### Signal wires on met3, run 1

The bar under the picture is 20 um long.
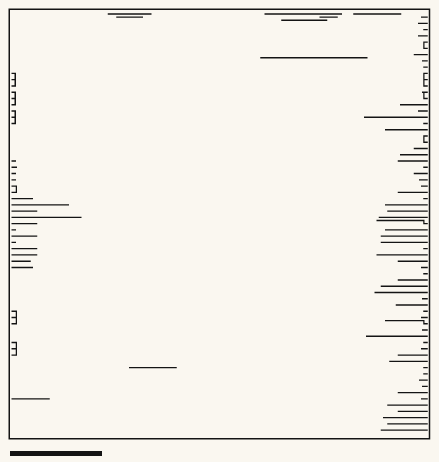
### Wiring by layer, run 1

The bar under the picture is 20 um long.
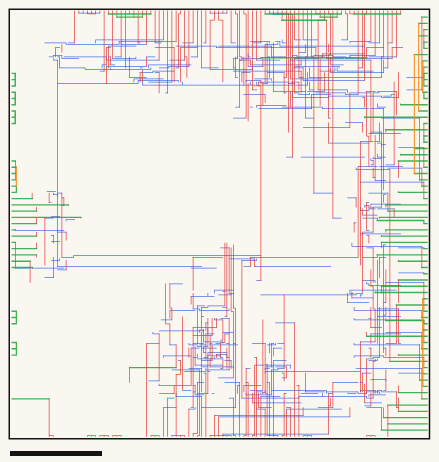
### Met4 routing, run 1

Supply wires on this layer in grey. Cells faint in the background.
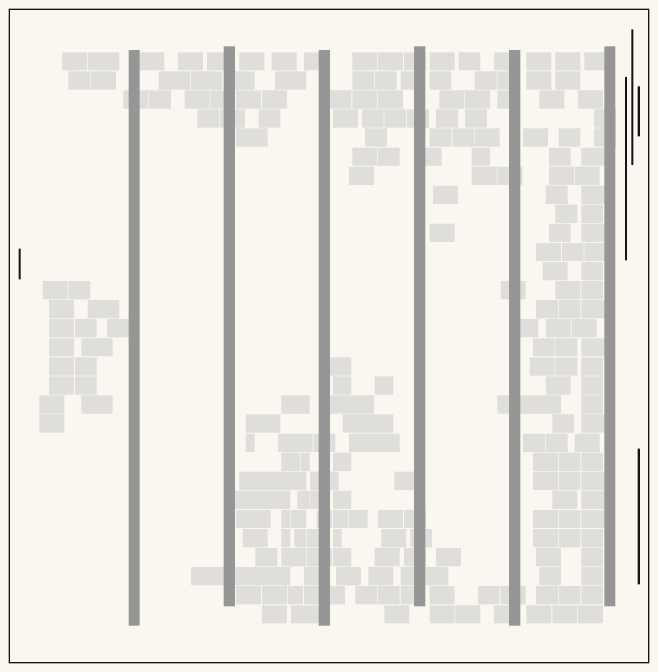
$ cat src/rtl/dpram_port_arbiter.sv
// -----------------------------------------------------------------------------
// dpram_port_arbiter
//
// Purpose:
//   Shares one read/write port of the dual-port SRAM model between two
//   requesters, for example the host register bus (requester 0) and the
//   correlator/tracking engine (requester 1) on port A of the channel-state
//   RAM. Address, control and write data of the granted requester are muxed
//   onto the RAM port combinationally, so the RAM samples them on the same
//   edge that completes the handshake. The RAM's read data is registered
//   inside the RAM and appears one cycle later. This block remembers who
//   issued the read and raises that requester's rvalid for that one cycle.
//
// Configuration macro:
//   DPRAM_ARB_FIXED_PRIO_EN
//     - defined:   requester 0 always wins contention. Requester 1 can starve.
//     - undefined: round-robin. On contention the requester that was not
//                  granted last wins.
//
// Ports:
//   clk, rst_b                      clock, asynchronous active-low reset
//   reqN_addr/rd/wr/wdata           requester N command (held until ready)
//   reqN_ready                      grant: the command completes this edge
//   reqN_rvalid/rdata               read return, one cycle after the grant
//   mem_addr/rd/wr/wdata            drive to the RAM port
//   mem_rdata                       RAM port read data (registered in RAM)
// -----------------------------------------------------------------------------
module dpram_port_arbiter #(
    parameter int ADDR_WIDTH = 10,
    parameter int DATA_WIDTH = 32
) (
    input  logic                  clk,
    input  logic                  rst_b,

    input  logic [ADDR_WIDTH-1:0] req0_addr,
    input  logic                  req0_rd,
    input  logic                  req0_wr,
    input  logic [DATA_WIDTH-1:0] req0_wdata,
    output logic                  req0_ready,
    output logic                  req0_rvalid,
    output logic [DATA_WIDTH-1:0] req0_rdata,

    input  logic [ADDR_WIDTH-1:0] req1_addr,
    input  logic                  req1_rd,
    input  logic                  req1_wr,
    input  logic [DATA_WIDTH-1:0] req1_wdata,
    output logic                  req1_ready,
    output logic                  req1_rvalid,
    output logic [DATA_WIDTH-1:0] req1_rdata,

    output logic [ADDR_WIDTH-1:0] mem_addr,
    output logic                  mem_rd,
    output logic                  mem_wr,
    output logic [DATA_WIDTH-1:0] mem_wdata,
    input  logic [DATA_WIDTH-1:0] mem_rdata
);

    // Requester identifiers, used for last_grant and rd_owner.
    localparam logic GRANT_REQ0 = 1'b0;
    localparam logic GRANT_REQ1 = 1'b1;

    logic                  pend0_s;
    logic                  pend1_s;
    logic                  gnt0_s;
    logic                  gnt1_s;

    logic [ADDR_WIDTH-1:0] mem_addr_s;
    logic                  mem_rd_s;
    logic                  mem_wr_s;
    logic [DATA_WIDTH-1:0] mem_wdata_s;

    logic                  last_grant_d;
    logic                  last_grant_q;
    logic                  rd_pend_d;
    logic                  rd_pend_q;
    logic                  rd_owner_d;
    logic                  rd_owner_q;

    // Grant decision from the pending requests and the last winner.
    always_comb begin
        pend0_s = req0_rd | req0_wr;
        pend1_s = req1_rd | req1_wr;
        gnt0_s  = 1'b0;
        gnt1_s  = 1'b0;
        if (pend0_s && pend1_s) begin
`ifdef DPRAM_ARB_FIXED_PRIO_EN
            // The host must never stall, so requester 0 always wins.
            gnt0_s = 1'b1;
`else
            // Alternate: the requester that did not win last time goes now.
            if (last_grant_q == GRANT_REQ1) begin
                gnt0_s = 1'b1;
            end else begin
                gnt1_s = 1'b1;
            end
`endif
        end else if (pend0_s) begin
            gnt0_s = 1'b1;
        end else if (pend1_s) begin
            gnt1_s = 1'b1;
        end else begin
            gnt0_s = 1'b0;
            gnt1_s = 1'b0;
        end
    end

    // RAM port mux. rd together with wr is a write only, so mem_rd is
    // masked by wr. The port is driven to all zeros when nobody is granted.
    always_comb begin
        mem_addr_s  = {ADDR_WIDTH{1'b0}};
        mem_wdata_s = {DATA_WIDTH{1'b0}};
        mem_rd_s    = 1'b0;
        mem_wr_s    = 1'b0;
        if (gnt0_s) begin
            mem_addr_s  = req0_addr;
            mem_wdata_s = req0_wdata;
            mem_wr_s    = req0_wr;
            mem_rd_s    = req0_rd & ~req0_wr;
        end else if (gnt1_s) begin
            mem_addr_s  = req1_addr;
            mem_wdata_s = req1_wdata;
            mem_wr_s    = req1_wr;
            mem_rd_s    = req1_rd & ~req1_wr;
        end else begin
            mem_addr_s  = {ADDR_WIDTH{1'b0}};
            mem_wdata_s = {DATA_WIDTH{1'b0}};
            mem_rd_s    = 1'b0;
            mem_wr_s    = 1'b0;
        end
    end

    // Next state for the round-robin pointer and the read-return tracker.
    always_comb begin
        last_grant_d = last_grant_q;
        if (gnt0_s) begin
            last_grant_d = GRANT_REQ0;
        end else if (gnt1_s) begin
            last_grant_d = GRANT_REQ1;
        end else begin
            last_grant_d = last_grant_q;
        end

        // A read issued this cycle comes back from the RAM next cycle.
        rd_pend_d  = mem_rd_s;
        rd_owner_d = rd_owner_q;
        if (mem_rd_s) begin
            rd_owner_d = gnt1_s ? GRANT_REQ1 : GRANT_REQ0;
        end else begin
            rd_owner_d = rd_owner_q;
        end
    end

    // State flops. Reset discards any outstanding read, and last_grant=1
    // lets requester 0 win the first contention after reset.
    always_ff @(posedge clk or negedge rst_b) begin
        if (!rst_b) begin
            last_grant_q <= GRANT_REQ1;
            rd_pend_q    <= 1'b0;
            rd_owner_q   <= GRANT_REQ0;
        end else begin
            last_grant_q <= last_grant_d;
            rd_pend_q    <= rd_pend_d;
            rd_owner_q   <= rd_owner_d;
        end
    end

    assign req0_ready  = gnt0_s;
    assign req1_ready  = gnt1_s;

    assign mem_addr    = mem_addr_s;
    assign mem_rd      = mem_rd_s;
    assign mem_wr      = mem_wr_s;
    assign mem_wdata   = mem_wdata_s;

    // Both requesters see the RAM data. Only the owner's rvalid qualifies it.
    assign req0_rvalid = rd_pend_q & (rd_owner_q == GRANT_REQ0);
    assign req1_rvalid = rd_pend_q & (rd_owner_q == GRANT_REQ1);
    assign req0_rdata  = mem_rdata;
    assign req1_rdata  = mem_rdata;

endmodule

$ cat config.mk
export PLATFORM = sky130hd
export DESIGN_NAME = dpram_port_arbiter
export DESIGN_NICKNAME = d
export VERILOG_FILES = /design/src/rtl/dpram_port_arbiter.sv
export SDC_FILE = /design/constraint.sdc
export NUM_CORES = 1
export LEC_CHECK = 0
export CORE_AREA = 4 4 87 89
export DETAILED_ROUTE_END_ITERATION = 8
export DIE_AREA = 0 0 91 93
export PLACE_DENSITY = 0.73
export SYNTH_ARGS = -nofsm -noshare
export SYNTH_HDL_FRONTEND = slang
export SYNTH_SLANG_ARGS = --single-unit
$ cat constraint.sdc
create_clock -name clk -period 2.9 [get_ports clk]
set_input_delay 0.58 -clock clk [delete_from_list [all_inputs] [get_ports clk]]
set_output_delay 0.58 -clock clk [all_outputs]
set_load 0.01 [all_outputs]
==> metrics.cfg, run 1 <==
[critical_path]
criticalPathCategory=input port to primary output
startpoint=req1_wr
worstPathMaxFanout=23
worstPathArrival_ps=2250
cp-endpoint=mem_wdata[28]
cp-end-kind=primary output
reg2reg_depth=3
r2r_end=rd_pend_q

[final_layout]
buffers=150
logic_gate_count=61
comb_share=0.223
inverters=1
final-comb-area_um2=498
final-clk-cell-share=0.0201
flop_area_um2=76.3
sh_seq_area=0.0341
num-nets-final=342
layout_top_cell=clkdlybuf4s50_1

[placement]
place_area_mm2=0.00214
dp_hpwl_um=3870
dp.cells=290

[power_and_ir_drop]
p_leak_nw=1.06
power_mw=0.762
pg_clk_mw=0.119
maxPowerGroup=combinational logic
peakVddDrop_v=0.000103

[floorplanning]
io_pins=234
coreArea_mm2=0.00676
die_w_um=91
die_area_mm2=0.00846
num_tap_cells=80
die_y_um=93
fp_util=0.166

[synth]
synth_async_sr_flop_share=1.00
ys_warn_count=0
top_area_frac=0.427
synth_flops=3
synthCells=139
fp_nets=261
enable_flop_cells=0
yosys_cells=139
yosys-top-cells-count=buf_4 (64), a22o_1 (42), buf_2 (5), buf_6 (5), nor2_1 (4)
synth_chip_area_mm2=0.00112
top_cell=buf_4

[clock_tree]
cts_max_level=1
cts.path.max_buffers=2
cts_resized=33
clock_latency_ps=210
ctsHoldBuffers=0
clock_sinks=3

[detailed_routing]
drtPass1Iterations=4
avgViaCountPerCell=4.21

[flow_run]
tool_warnings=26
drv_cap=0

[sta]
slew_violations=0
tightest_slew_ps=286

[grt]
grt_pass1_vias=1184

[status]
outcome=completed

## Picture notes: 'Signal wires on met3'
wire length on this layer: 495 um
longest straight run: 23.0 um
main direction: horizontal
final wirelength: 4820 um
GRT met3 Usage: 0.0314
total number of vias: 1259

## Picture notes: 'Wiring by layer'
legend:
  metal 4:
    colour: orange
    wire_length: 74.8 um
  metal 1:
    colour: blue
    wire_length: 1820 um
  metal 3:
    colour: green
    wire_length: 495 um
  metal 2:
    colour: red
    wire_length: 2430 um
Routed wire per std cell: 16.1 um
Tot GR Track Use: 0.0945

## Picture notes: 'Met4 routing'
nets with wire on the layer: 5
longest straight run: 25.8 um
wire length on this layer: 74.8 um
share of all routed wire: 1.6%
main direction: vertical

run 1: registers in the layout (all words and copies together) (netlist names):
signal,cells
last_grant_q,1
rd_owner_q,1
rd_pend_q,1
run 1: cell families after synthesis:
kind of cell / count (synthesis) / share of synthesized area
AND-OR/OR-AND: 50 / 0.372
buffers and inverters: 75 / 0.503
AND/OR/NAND/NOR: 10 / 0.0489
multiplexers: 1 / 0.00890
flip-flops: 3 / 0.0679
run 1: metal layers:
layer / track usage / part of all wire
met4: 0.0352 / 0.015
met5: 0 / 0
met3: 0.0314 / 0.10
met2: 0.165 / 0.50
met1: 0.107 / 0.38
run 1: critical path: stages:
cell	delay, ps
clkdlybuf4s50_1	510
nor2_2	60
o22a_2	230
buf_12	170
a22o_1	220
clkdlybuf4s50_1	470
==> run 2, diff against run 1 <==
--- a/config.mk
+++ b/config.mk
@@ -5,6 +5,7 @@
 export SDC_FILE = /design/constraint.sdc
 export NUM_CORES = 1
 export LEC_CHECK = 0
+export ABC_CLOCK_PERIOD_IN_PS = 2900
 export CORE_AREA = 4 4 87 89
 export DETAILED_ROUTE_END_ITERATION = 8
 export DIE_AREA = 0 0 91 93
### Cells by drive strength, run 2

The bar under the picture is 20 um long.
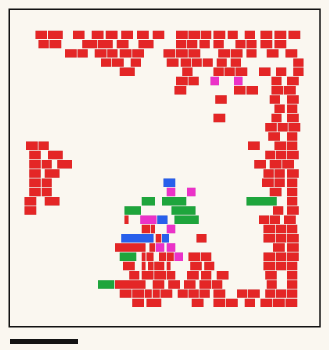
legend:
  _2 cells:
    colour: blue
    cells: 4
    share: 1.8%
  _3 and _4 cells:
    colour: magenta
    cells: 9
    share: 4.1%
  _0 and _1 cells:
    colour: red
    cells: 198
    share: 90%
  _6 and larger:
    colour: green
    cells: 8
    share: 3.7%
Non-clk bufs: 150
final instance area: 0.00224 mm2
Area growth syn-to-layout: 98.9%

### Wiring by layer, run 2

The bar under the picture is 20 um long.
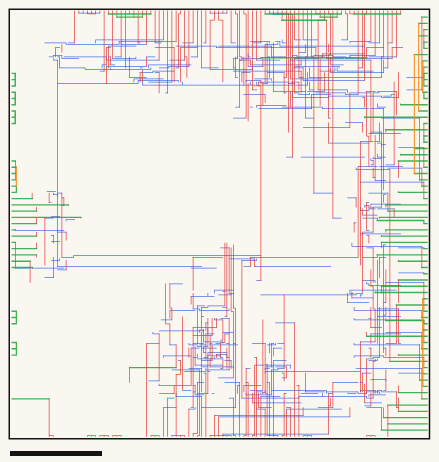
legend:
  metal 1:
    colour: blue
    wire_length: 1820 um
  metal 2:
    colour: red
    wire_length: 2430 um
  metal 3:
    colour: green
    wire_length: 495 um
  metal 4:
    colour: orange
    wire_length: 74.8 um

==> run 2 against run 1 <==
Effect of this change: via count stayed put; clock power hardly changed; count of clock-buffer cells in the layout stayed put; worst setup slack stayed put; area after synthesis stayed put; cell count stayed put; synthesized cell count stayed put; flip-flop count stayed put; sequential share of layout area stayed put; critical path type unchanged; largest cell class unchanged.
==> metrics.cfg, run 2 <==
[critical_path]
critical_path.slowest_cell=clkdlybuf4s50_1
crit_chain=clkdlybuf4s50_1 -> nor2_2 -> o22a_2 -> buf_12 -> a22o_1 -> clkdlybuf4s50_1
reg2reg_slack_ps=1840
crit_cells=6  ; unchanged
r2r_end=rd_pend_q
cp-end-kind=primary output
cp-endpoint=mem_wdata[28]
startpoint=req1_wr
crit_family=buffers and inverters
criticalPathCategory=input port to primary output
worstPathMaxFanout=23  ; unchanged
crit_path_frequent_cell=clkdlybuf4s50_1
critical-path-max-stage-delay_ps=510  ; about the same
reg2reg_depth=3  ; unchanged
worstPathArrival_ps=2250  ; about the same

[power_and_ir_drop]
p_comb_frac=0.764
p_leak_nw=1.06  ; unchanged
power_mw=0.762  ; unchanged
pg_clk_mw=0.119  ; about the same
power.density_mw_per_mm2=341
combinationalPower_mw=0.582
peakVddDrop_v=0.000103  ; unchanged

[detailed_routing]
wl_per_cell_um=16.1  ; unchanged
vias=1259  ; unchanged
avgViaCountPerCell=4.21  ; unchanged
drt_wl_total_um=4820  ; unchanged
drtPass1Iterations=4  ; unchanged
drc=0

[clock_tree]
ctsHoldBuffers=0  ; unchanged
cts_max_level=1  ; unchanged
cts.path.max_buffers=2  ; unchanged
cts_resized=33  ; unchanged
clock_latency_ps=210  ; about the same
clock_sinks=3  ; unchanged

[synth]
synthCells=139  ; unchanged
synth_async_sr_flop_share=1.00  ; unchanged
top_cell=buf_4
yosys-top-cells-count=buf_4 (64), a22o_1 (42), buf_2 (5), buf_6 (5), nor2_1 (4)
ys_warn_count=0  ; unchanged
fp_nets=261  ; unchanged
enable_flop_cells=0  ; unchanged
top_area_frac=0.427  ; unchanged
synth_flops=3  ; unchanged
synth_chip_area_mm2=0.00112  ; unchanged

[floorplanning]
io_pins=234  ; unchanged
coreArea_mm2=0.00676  ; unchanged
fp_util=0.166  ; unchanged
die_area_mm2=0.00846  ; unchanged
die_y_um=93  ; unchanged
die_w_um=91  ; unchanged

[final_layout]
largestRegisters=last_grant_q x1, rd_owner_q x1, rd_pend_q x1
final_cells=299
num-nets-final=342  ; unchanged

[placement]
dp_hpwl_um=3870  ; unchanged
place_area_mm2=0.00214  ; unchanged

[grt]
grt_usage=0.0945  ; unchanged
grt_pass1_vias=1184  ; unchanged

[sta]
slew_violations=0  ; unchanged
tightest_slew_ps=286  ; unchanged

[status]
outcome=completed

[flow_run]
drv_cap=0  ; unchanged
tool_warnings=26  ; unchanged

run 2: layer usage:
metal  global-route usage  part of all wire  vias up
li1                     -                 -      600
met1                0.107              0.38      561
met2                0.165              0.50       85
met3               0.0314              0.10       13
met4               0.0352             0.015        0
met5                    0                 0        -
run 2: cells by family (layout without fill, tap and decap cells):
kind of cell | after synthesis | after routing | share of synthesized area
buffers and inverters | 75 | 155 | 0.503
AND-OR/OR-AND | 50 | 50 | 0.372
AND/OR/NAND/NOR | 10 | 10 | 0.0489
flip-flops | 3 | 3 | 0.0679
multiplexers | 1 | 1 | 0.00890
run 2: final cells by class:
cell class,instances,area (um2)
sequential,3,76.3
inverter,1,3.75
fill,707,4520
tap,80,100
timing repair buffer,150,1510
clock buffer,4,45.0
multi-input combinational,61,498
No activity file was given, so power comes from the tool's default toggle rates.
